$ cat config.mk
export PLATFORM = sky130hd
export DESIGN_NAME = ps2_key_decoder
export DESIGN_NICKNAME = d
export VERILOG_FILES = /design/src/rtl/ps2_key_decoder.sv
export SDC_FILE = /design/constraint.sdc
export NUM_CORES = 1
export LEC_CHECK = 0
export ABC_AREA = 1
export CORE_AREA = 2 2 78 80
export CTS_CLUSTER_DIAMETER = 200
export CTS_CLUSTER_SIZE = 20
export DETAILED_ROUTE_END_ITERATION = 12
export DIE_AREA = 0 0 80 82
export HOLD_SLACK_MARGIN = 0.02
export PLACE_DENSITY = 0.76
export SLEW_MARGIN = 20
export SYNTH_ARGS = -nofsm -noshare
export SYNTH_HDL_FRONTEND = slang
export SYNTH_SLANG_ARGS = --single-unit
$ cat constraint.sdc
create_clock -name clk -period 4.1 [get_ports clk]
set_input_delay 0.615 -clock clk [delete_from_list [all_inputs] [get_ports clk]]
set_output_delay 0.615 -clock clk [all_outputs]
set_load 0.02 [all_outputs]
$ cat src/rtl/ps2_key_decoder.sv
// ---------------------------------------------------------------------------
// ps2_key_decoder
// Turns the PS/2 receiver's scan-code byte strobes (set 2) into Enigma key
// events: letters A-Z as 0-25, ENTER as 26, BACKSPACE as 27.
// Break codes, extended (E0) keys and typematic auto-repeat produce no event.
// Events are queued in a first-word-fall-through FIFO with a valid/ready
// handshake toward the stepping logic. A sticky flag records any event that
// was lost because the FIFO was full.
// ---------------------------------------------------------------------------
module ps2_key_decoder #(
   parameter int FIFO_DEPTH = 4
) (
   input  logic       clk,
   input  logic       rst_l,
   input  logic       key_rdy,
   input  logic [7:0] key_out,
   output logic       ev_valid,
   output logic [4:0] ev_code,
   input  logic       ev_ready,
   output logic       overflow
);

   localparam int PW = (FIFO_DEPTH > 1) ? $clog2(FIFO_DEPTH) : 1;
   localparam int CW = PW + 1;
   localparam logic [CW-1:0] DEPTH_C = CW'(FIFO_DEPTH);

   typedef enum logic [1:0] {
      ST_IDLE    = 2'd0,
      ST_BRK     = 2'd1,
      ST_EXT     = 2'd2,
      ST_EXT_BRK = 2'd3
   } pfx_state_e;

   // Scan code set 2 lookup: returns {hit, event code}.
   function automatic logic [5:0] decode_set2(input logic [7:0] code);
      logic [5:0] res;
      case (code)
         8'h1C:   res = {1'b1, 5'd0};
         8'h32:   res = {1'b1, 5'd1};
         8'h21:   res = {1'b1, 5'd2};
         8'h23:   res = {1'b1, 5'd3};
         8'h24:   res = {1'b1, 5'd4};
         8'h2B:   res = {1'b1, 5'd5};
         8'h34:   res = {1'b1, 5'd6};
         8'h33:   res = {1'b1, 5'd7};
         8'h43:   res = {1'b1, 5'd8};
         8'h3B:   res = {1'b1, 5'd9};
         8'h42:   res = {1'b1, 5'd10};
         8'h4B:   res = {1'b1, 5'd11};
         8'h3A:   res = {1'b1, 5'd12};
         8'h31:   res = {1'b1, 5'd13};
         8'h44:   res = {1'b1, 5'd14};
         8'h4D:   res = {1'b1, 5'd15};
         8'h15:   res = {1'b1, 5'd16};
         8'h2D:   res = {1'b1, 5'd17};
         8'h1B:   res = {1'b1, 5'd18};
         8'h2C:   res = {1'b1, 5'd19};
         8'h3C:   res = {1'b1, 5'd20};
         8'h2A:   res = {1'b1, 5'd21};
         8'h1D:   res = {1'b1, 5'd22};
         8'h22:   res = {1'b1, 5'd23};
         8'h35:   res = {1'b1, 5'd24};
         8'h1A:   res = {1'b1, 5'd25};
         8'h5A:   res = {1'b1, 5'd26};
         8'h66:   res = {1'b1, 5'd27};
         default: res = {1'b0, 5'd0};
      endcase
      return res;
   endfunction

   // Prefix FSM and repeat filter state
   pfx_state_e state_q, state_d;
   logic [7:0] held_code_q, held_code_d;
   logic       held_vld_q, held_vld_d;

   // Decoder to FIFO
   logic [5:0] decoded_s;
   logic       hit_s;
   logic [4:0] code_s;
   logic       push_s;
   logic [4:0] push_code_s;

   // FIFO state
   logic [4:0]    mem_q [FIFO_DEPTH];
   logic [PW-1:0] rd_ptr_q, rd_ptr_d;
   logic [PW-1:0] wr_ptr_q, wr_ptr_d;
   logic [PW-1:0] rd_next_s;
   logic [CW-1:0] count_q, count_d;
   logic [4:0]    head_q, head_d;
   logic          valid_q, valid_d;
   logic          ovf_q, ovf_d;
   logic          pop_s;
   logic          full_s;
   logic          accept_s;

   assign decoded_s = decode_set2(key_out);
   assign hit_s     = decoded_s[5];
   assign code_s    = decoded_s[4:0];

   // Prefix FSM state and repeat-filter registers
   always_ff @(posedge clk or negedge rst_l) begin
      if (!rst_l) begin
         state_q     <= ST_IDLE;
         held_code_q <= 8'h00;
         held_vld_q  <= 1'b0;
      end else begin
         state_q     <= state_d;
         held_code_q <= held_code_d;
         held_vld_q  <= held_vld_d;
      end
   end

   // Byte interpretation: prefix tracking, decode, auto-repeat suppression
   always_comb begin
      state_d     = state_q;
      held_code_d = held_code_q;
      held_vld_d  = held_vld_q;
      push_s      = 1'b0;
      push_code_s = 5'd0;
      if (key_rdy) begin
         case (state_q)
            ST_IDLE: begin
               if (key_out == 8'hF0) begin
                  state_d = ST_BRK;
               end else if (key_out == 8'hE0) begin
                  state_d = ST_EXT;
               end else if (hit_s) begin
                  if (held_vld_q && (key_out == held_code_q)) begin
                     push_s = 1'b0;          // typematic repeat of the held key
                  end else begin
                     push_s      = 1'b1;
                     push_code_s = code_s;
                     held_code_d = key_out;
                     held_vld_d  = 1'b1;
                  end
               end else begin
                  push_s = 1'b0;             // unlisted make: held state kept
               end
            end
            ST_BRK: begin
               // Releasing the held key re-arms it; other releases change nothing.
               if (held_vld_q && (key_out == held_code_q)) begin
                  held_vld_d = 1'b0;
               end else begin
                  held_vld_d = held_vld_q;
               end
               state_d = ST_IDLE;
            end
            ST_EXT: begin
               if (key_out == 8'hF0) begin
                  state_d = ST_EXT_BRK;
               end else begin
                  state_d = ST_IDLE;
               end
            end
            ST_EXT_BRK: begin
               state_d = ST_IDLE;
            end
            default: begin
               state_d = ST_IDLE;
            end
         endcase
      end else begin
         state_d = state_q;
      end
   end

   // FIFO control: pointers, occupancy, registered head and flags
   always_comb begin
      pop_s     = valid_q & ev_ready;
      full_s    = (count_q == DEPTH_C);
      accept_s  = push_s & (~full_s | pop_s);
      rd_next_s = rd_ptr_q + PW'(1);
      rd_ptr_d  = rd_ptr_q;
      wr_ptr_d  = wr_ptr_q;
      count_d   = count_q;
      head_d    = head_q;
      ovf_d     = ovf_q | (push_s & full_s & ~pop_s);

      if (pop_s) begin
         rd_ptr_d = rd_next_s;
      end else begin
         rd_ptr_d = rd_ptr_q;
      end

      if (accept_s) begin
         wr_ptr_d = wr_ptr_q + PW'(1);
      end else begin
         wr_ptr_d = wr_ptr_q;
      end

      case ({accept_s, pop_s})
         2'b10:   count_d = count_q + CW'(1);
         2'b01:   count_d = count_q - CW'(1);
         default: count_d = count_q;
      endcase

      // The pushed byte becomes the head when the FIFO is (or becomes) empty.
      if (accept_s && ((count_q == CW'(0)) || (pop_s && (count_q == CW'(1))))) begin
         head_d = push_code_s;
      end else if (pop_s && (count_q > CW'(1))) begin
         head_d = mem_q[rd_next_s];
      end else if (pop_s) begin
         head_d = 5'd0;
      end else begin
         head_d = head_q;
      end

      valid_d = (count_d != CW'(0));
   end

   // FIFO control registers
   always_ff @(posedge clk or negedge rst_l) begin
      if (!rst_l) begin
         rd_ptr_q <= '0;
         wr_ptr_q <= '0;
         count_q  <= '0;
         head_q   <= 5'd0;
         valid_q  <= 1'b0;
         ovf_q    <= 1'b0;
      end else begin
         rd_ptr_q <= rd_ptr_d;
         wr_ptr_q <= wr_ptr_d;
         count_q  <= count_d;
         head_q   <= head_d;
         valid_q  <= valid_d;
         ovf_q    <= ovf_d;
      end
   end

   // FIFO storage; contents are only meaningful behind the occupancy count
   always_ff @(posedge clk) begin
      if (accept_s) begin
         mem_q[wr_ptr_q] <= push_code_s;
      end
   end

   assign ev_valid = valid_q;
   assign ev_code  = head_q;
   assign overflow = ovf_q;

endmodule

**Placed cells, one color a class**

Fill, decap, tap and diode cells in gray.
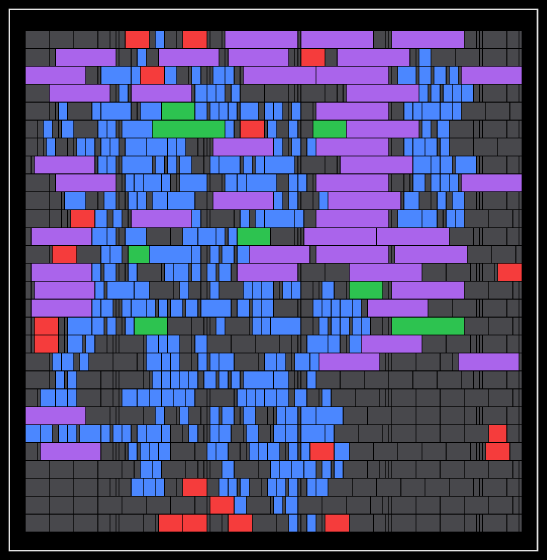
Key: other buffers and delay cells = red [cells 19, share of their area 6.2%]; combinational and other logic = blue [cells 297, share of their area 49%]; flops = purple [cells 45, share of their area 41%]; clock drivers and dummy loads = green [cells 8, share of their area 4.6%]
cell row count: 28
Final Util: 54.2%
flop share of the area: 39.4%
total core area: 5750 um^2
final instance area: 3110 um^2

==> impl_metrics.py <==
# Physical implementation metrics
metrics = {
    "status": {
        "status": "complete, no violations",
    },
    "floorplanning": {
        "die_h_um": 82,
        "dieArea_um2": 6560,
        "initial_core_util_pct": 47.7,
        "dieWidth_um": 80,
        "io_pins": 19,
    },
    "drt": {
        "dr.first_iter.drc_count": 225,
        "wl_met1_mm": 3.00,
        "wl_met2_mm": 3.13,
        "routed-wl-met3_um": 311,
        "via_per_inst": 5.29,
        "wl_per_cell_um": 14.7,
        "first_pass_iters": 5,
        "finalWirelength_mm": 6.52,
        "vias": 2347,
    },
    "placed_design": {
        "dpl.hpwl_mm": 4.85,
        "portBuffers": 18,
        "dpl_cell_area_um2": 2980,
        "place_ws_ns": 0.504,
    },
    "power": {
        "p_total_mw": 1.78,
        "p_comb_share_pct": 38.6,
        "seqPwrFrac_pct": 38.7,
        "p_sw_share_pct": 38.4,
        "p_leak_nw": 1.41,
        "cellPowerDensity_nw_per_um2": 570,
        "switchingPower_uw": 681,
        "p_int_mw": 1.09,
        "clockPowerShare_pct": 22.7,
    },
    "yosys": {
        "synth_seq_share_pct": 44.7,
        "avgSynthCellArea_um2": 7.84,
        "ys_chip_area_um2": 2740,
        "top_cell_area_share_pct": 22.8,
        "simple_gate_share_pct": 29.8,
        "synth-xor-area-share_pct": 1.60,
        "syn_inst": 350,
        "ys_cells": 350,
        "top_area_cell": "dfrtp_1",
        "synth_adder_area_share_pct": 4.11,
        "fp_nets": 371,
        "top_cells_by_count": "nand2_1, inv_1, nor2_1",
        "synth_cell_types": 37,
        "synth_area_um2": 2740,
        "synth_flops": 45,
        "top_cells_by_area": "dfrtp_1, edfxtp_1, nand2_1",
    },
    "clocking": {
        "cts_buffer_depth": 2,
        "cts_max_level": 2,
        "cts_tree": "yes",
        "cts_buffers": 5,
        "postCtsSetupBuffers": 0,
        "worstSkewPairLatency_ns": 0.31,
        "clock-sinks": 45,
    },
    "final_timing": {
        "period_needed_ns": 3.34,
        "slew_headroom_pct": 56.8,
        "hold_viol": 0,
        "rsz0062_at_grt": "no",
        "clock.fmax_mhz": 299,
        "period_used_pct": 81.5,
        "worst_pin_slew_ns": 0.649,
        "maxSlewViolCount": 0,
        "tns_ns": 0,
        "fin_skew_ns": 0.00720,
    },
    "worst_setup_path": {
        "worst_setup_path_end_kind": "register",
        "crit_path_max_fanout": 25,
        "worstSetupPathType": "input pin to register",
        "crit_required_ns": 4.06,
        "rrSetupSlack_ns": 1.76,
        "crit_chain": "clkdlybuf4s50_1 > inv_1 > o21ai_0 > nor2_1 > nand3_1 > nor2_2 > nor2_4 > nand3_4 > nor2_4 > inv_1 > nor2_1",
        "start_kind": "input pin",
        "critical-path-slowest-cell": "clkdlybuf4s50_1",
    },
    "final_layout": {
        "fin_nets": 389,
        "synthToLayoutAreaGrowth_pct": 13.5,
        "mostFrequentLayoutCell": "nand2_1",
        "lay_top_cells": "nand2_1, inv_1, nor2_1",
        "antennaDiodeCount": 0,
        "drive_above_1_share_pct": 9.76,
        "n_fill_cell": 567,
    },
    "grt": {
        "gr-max-usage-layer": "met2",
        "grtUsageMet3_pct": 4.51,
        "gr-usage-all-layers_pct": 21.4,
        "grt_pass1_wl_mm": 10.7,
        "antenna_found_initial": 0,
        "met1_usage_pct": 29.5,
    },
    "run": {
        "warning_count": 32,
    },
    "min_path": {
        "hp-class": "register to register",
    },
}
**Clock network drawn from the DEF**

The bar under the picture is 20 um long.
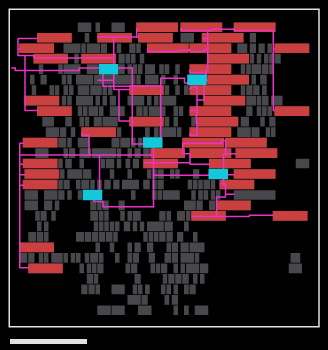
Key: clock drivers = cyan [count 5]; flip-flops = red [count 45]; clock wires = magenta [length 553 um]
There are 6 routed clock nets.

## worst max-delay path: cells and delay by family
family	cells	cell delay, ns
compound gates	1	0.24
simple gates	7	1.23
buf+inv	3	1.20
## metrics by stage
| step | cells | hold WS, ns |
|---|---|---|
| floorplan | 350 | 0.319 |
| global placement | 436 | 0.462 |
| detailed placement | 436 | 0.461 |
| CTS | 444 | 0.482 |
| global route | 444 | 0.516 |
| finish | 444 | 0.482 |
## final cells by class
type                       instances  area, um^2  share of cell area, %
timing repair buffer              19         188                   6.03
clock buffer                       5        68.8                   2.21
clock inverter                     3        68.8                   2.21
tap                               75        93.8                   3.01
multi-input combinational        251        1300                   41.6
inverter                          46         173                   5.54
sequential                        45        1230                   39.4
## flip-flops by register name, indices dropped and copies added (netlist names), 2 cells and up
signal and cells:
rd_ptr_q 2, held_code_q 8, ev_code 5, wr_ptr_q 2
state_q 2, count_q 3, mem_q 20
## path summary, 6_finish.rpt
| path | start | end | cells after the start |
|---|---|---|---|
| max in group asynchronous | rst_l | held_code_q[5] | 2 |
| worst min-delay path | held_vld_q | held_vld_q | 2 |
| worst min register to register | held_vld_q | held_vld_q | 2 |
| min in group asynchronous | rst_l | rd_ptr_q[0] | 2 |
| worst max-delay path | key_out[3] | mem_q[0][0] | 11 |
| worst max register to register | held_code_q[2] | mem_q[0][0] | 9 |
## power by group through the flow
stage / clock [mW] / sequential [mW] / combinational (mW)
4_1_cts: 0.413 / 0.687 / 0.685
2_1_floorplan: 0 / 0.698 / 0.468
3_3_place_gp: 0 / 0.689 / 0.666
5_1_grt: 0.426 / 0.707 / 0.781
6_report: 0.403 / 0.688 / 0.685
3_5_place_dp: 0 / 0.693 / 0.677
No activity file was given, so power comes from the tool's default toggle rates.
